Design counter_sequencer, sky130hd; sources not shown.
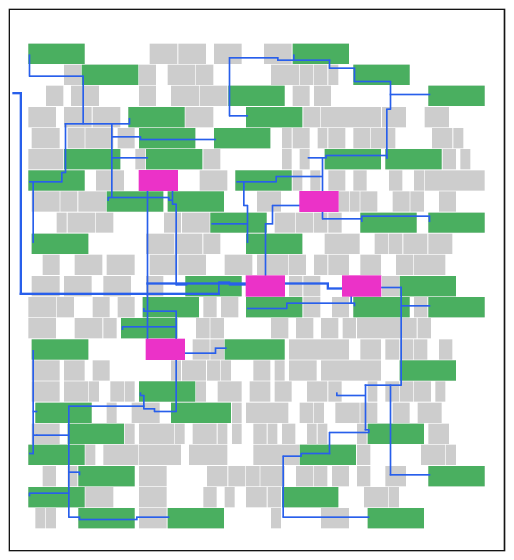
clk_routes.png
Magenta stands for clock drivers, count 5. Blue stands for clock wires, length 536 microns. Green stands for flip-flops, count 47.
Position of the flops: all over the die. There are 6 routed clock nets.
Power Clock: 496 uW
Clock Power Share: 33.4%
Latency at later pin: 0.29 ns

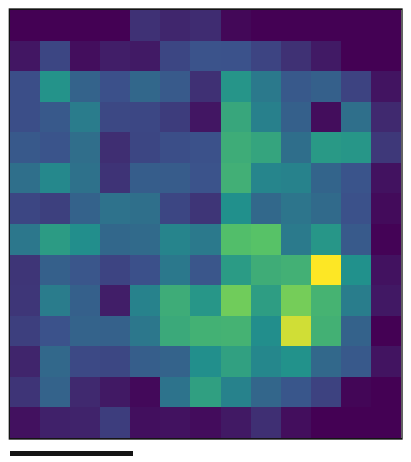
metal_density.png
Scale bar: 20 microns. The die is cut into 13 by 14 equal tiles; dark purple is low, yellow is high, scaled to the fullest tile. Values are wire area over tile area, all layers added.
9.9% of the tiles are nearly empty. 17% of the tiles are over half the peak. The fullest tile reaches 0.56. The mean over all tiles is 0.16.
Total GRT Usage: 20.9%
Routed wire per std cell: 14.4 microns

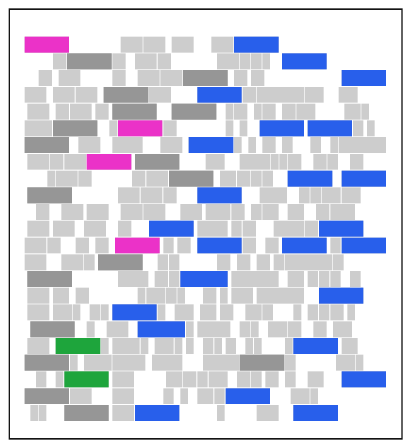
flops_by_reg.png
Other sequential cells in the stronger gray, the rest of the logic in the fainter gray.
Green stands for `state_q`, placed flops 2. Magenta stands for `lap_ones_q`, placed flops 4. Blue stands for `presc_q`, placed flops 24.
Another 17 sequential cells are not colored.
flop share of the area: 35.9%
FF/Latch Area: 943 sq um
fin util: 71.3%

==> results.cfg <==
; flow metrics
[route]
postRouteAntennaNets = 0
drt_pass1_iterations = 4
drt-met1-wl_microns = 2040
drt-vias-per-instance = 5.69
top_layer_used = met4
wirelength_microns = 4560
drcViolationCount = 0
wl_met3_microns = 154
num_vias = 1799
wl_met2_microns = 2340
drtIter0Drc = 147

[worst_setup_path]
critical_path.endpoint_type = register
critPathMaxStageDelay_ns = 0.37
path_class = reg2reg
cp.buffers_inverters = 3
path_depth = 8
cp_max_fo = 10
r2r_slack_ns = 0.08
crit_slowest_cell = dfxtp_2
crit_family = buffers and inverters
worstPathCellList = ha_2 > nand3_2 > nor4_4 > buf_4 > a21oi_4 > buf_6 > buf_6 > a22o_1
cp.required_ns = 2.19
worst_ep_arrival_time_ns = 2.11
rr_worst_depth = 8
startpoint_type = register
critPathMostFrequentCell = buf_6

[floorplan]
fp_util_pct = 58.3
die_h_microns = 69.6
die-area_sq_um = 4420
core_sq_um = 3680
die_x_microns = 63.6
io_pins = 26
std_cell_rows = 23

[synth]
syn_area_per_cell_sq_um = 9.22
ys_cells = 233
synth.net_count = 250
postSynthSeqShare_pct = 43.8
synth.cell_area_sq_um = 2150
synth_flops = 47
async_flop_share_pct = 0
flop_cell = dfxtp_1
adder_share_pct = 2.33
yosys_area_sq_um = 2150
ys_sh_simple_pct = 24.8
xor_share_pct = 1.22
edf_count = 0
ys.warnings.count = 0
mux_area_share_pct = 8.85
ys_sh_aoi_pct = 15.6
yosysUniqueCellTypes = 39
synthCells = 233
synthTopLogicFamily = simple AND/OR/NAND/NOR gates

[worst_hold_path]
holdCritPathClass = in2reg
whs_path_depth = 2

[final_timing]
finalHoldViolations = 0
report.final.slew_viol_count = 0
post-route-period-util_pct = 96.3
tightest_slew_ns = 0.529
slew_headroom_pct = 64.6
holdWs_ns = 0.240
finalSetupTns_ns = 0
setup_viol = 0
fin_crit_ns = 2.12
fmax_ghz = 0.472

[global_routing]
met3_usage_pct = 4.38
grt_pass1_wl_microns = 7470
busiest_layer = met2
antenna_found_initial = 0
grtUsageMet1_pct = 25.3
use_met2_pct = 36.3
overflow = 0
grt_max_degree = 14
grt_pass1_vias = 1682

[pwr]
p_sw_share_pct = 22.8
p_per_area_nw_per_um2 = 566
p_seq_uw = 868
p_sw_uw = 338
maxPowerGroup = sequential cells
pwr-share-seq_pct = 58.4
powerComb_uw = 122
p_leak_nw = 1.11
internal-power_mw = 1.15
peakVddDrop_uv = 478
combinationalPowerShare_pct = 8.2

[run]
tool_warnings = 28
drv_cap = 0

[finish]
fin_cells = 316
final_area_sq_um = 2630
drive_above_1_share_pct = 10.5
areaGrowthSynthToFinish_pct = 22.2
fillers = 313
final_nets = 282
antenna_cells = 0
mi_logic_area_sq_um = 1200
largest_register_ffs = 24

[clock_network]
cts_sinks = 47
cts_tree = yes
clockBufferDepth = 2
cts_buffers = 5
hold_buffers = 0
cts_max_level = 2
root_buffer = clkbuf_8
clkTransAtPathRegs_ns = 0.08

[place]
placed_cell_area_sq_um = 2460
place.detailed.hpwl_microns = 3040
place_congestion = 0.764
dp.cells = 308
portBuffers = 25

[run_status]
status = finished, final reports clean
area by class of cell:
cell class / instances / area share (%)
Clock buffer: 7 / 2.91
Tap cell: 50 / 2.38
Buffer: 5 / 1.48
Sequential cell: 47 / 35.9
Clock inverter: 1 / 0.191
Timing Repair Buffer: 28 / 10.5
Multi-Input combinational cell: 171 / 45.6
Inverter: 7 / 1.00
cells in the mapped netlist, types with 2 or more instances:
cell      instances  area (sq um)
dfxtp_1          47           941
a21oi_1          15          75.1
a31oi_1          12          75.1
buf_6             2          22.5
o21ai_0           6          30.0
nand3_1          14          70.1
xor2_1            2          17.5
nand2_1          13          48.8
a22o_1            6          52.6
a211oi_1          2          15.0
nand4_1           4          25.0
a41oi_1           3          26.3
and3_1            6          37.5
nor2b_1          19           119
nor4_1            2          12.5
a32oi_1           2          17.5
nor3_1            2          10.0
inv_1             6          22.5
nor2_1           18          67.6
ha_1              4          50.1
a21o_1            4          30.0
clkbuf_1          5          18.8
nand2b_1          5          31.3
mux2i_1          19           190
placed cells by master, fill, tap and decap left out, types with 5 or more instances in the layout:
cell / instances
a21oi_1: 14
a22o_1: 6
a31oi_1: 12
and3_1: 6
clkbuf_8: 5
clkdlybuf4s50_1: 24
dfxtp_1: 45
inv_1: 6
mux2i_1: 19
nand2_1: 13
nand2b_1: 5
nand3_1: 14
nor2_1: 18
nor2b_1: 18
o21ai_0: 6
stage by stage:
stage	setup slack (ns)	total power [mW]
global route	-0.0203	1.54
finish	0.0806	1.49
floorplan	0.159	0.949
CTS	0.00722	1.50
global placement	-0.500	1.01
detailed placement	-0.485	1.01
repair_timing:
action                                  in CTS  in global routing
endpoints found under the setup margin      19                 30
pin swaps                                    1                  3
gates resized                                5                 12
setup buffers                                0                  3
hold endpoints to repair                     0                  0
Power figures rest on the tool's default switching activity, not on a simulated workload.
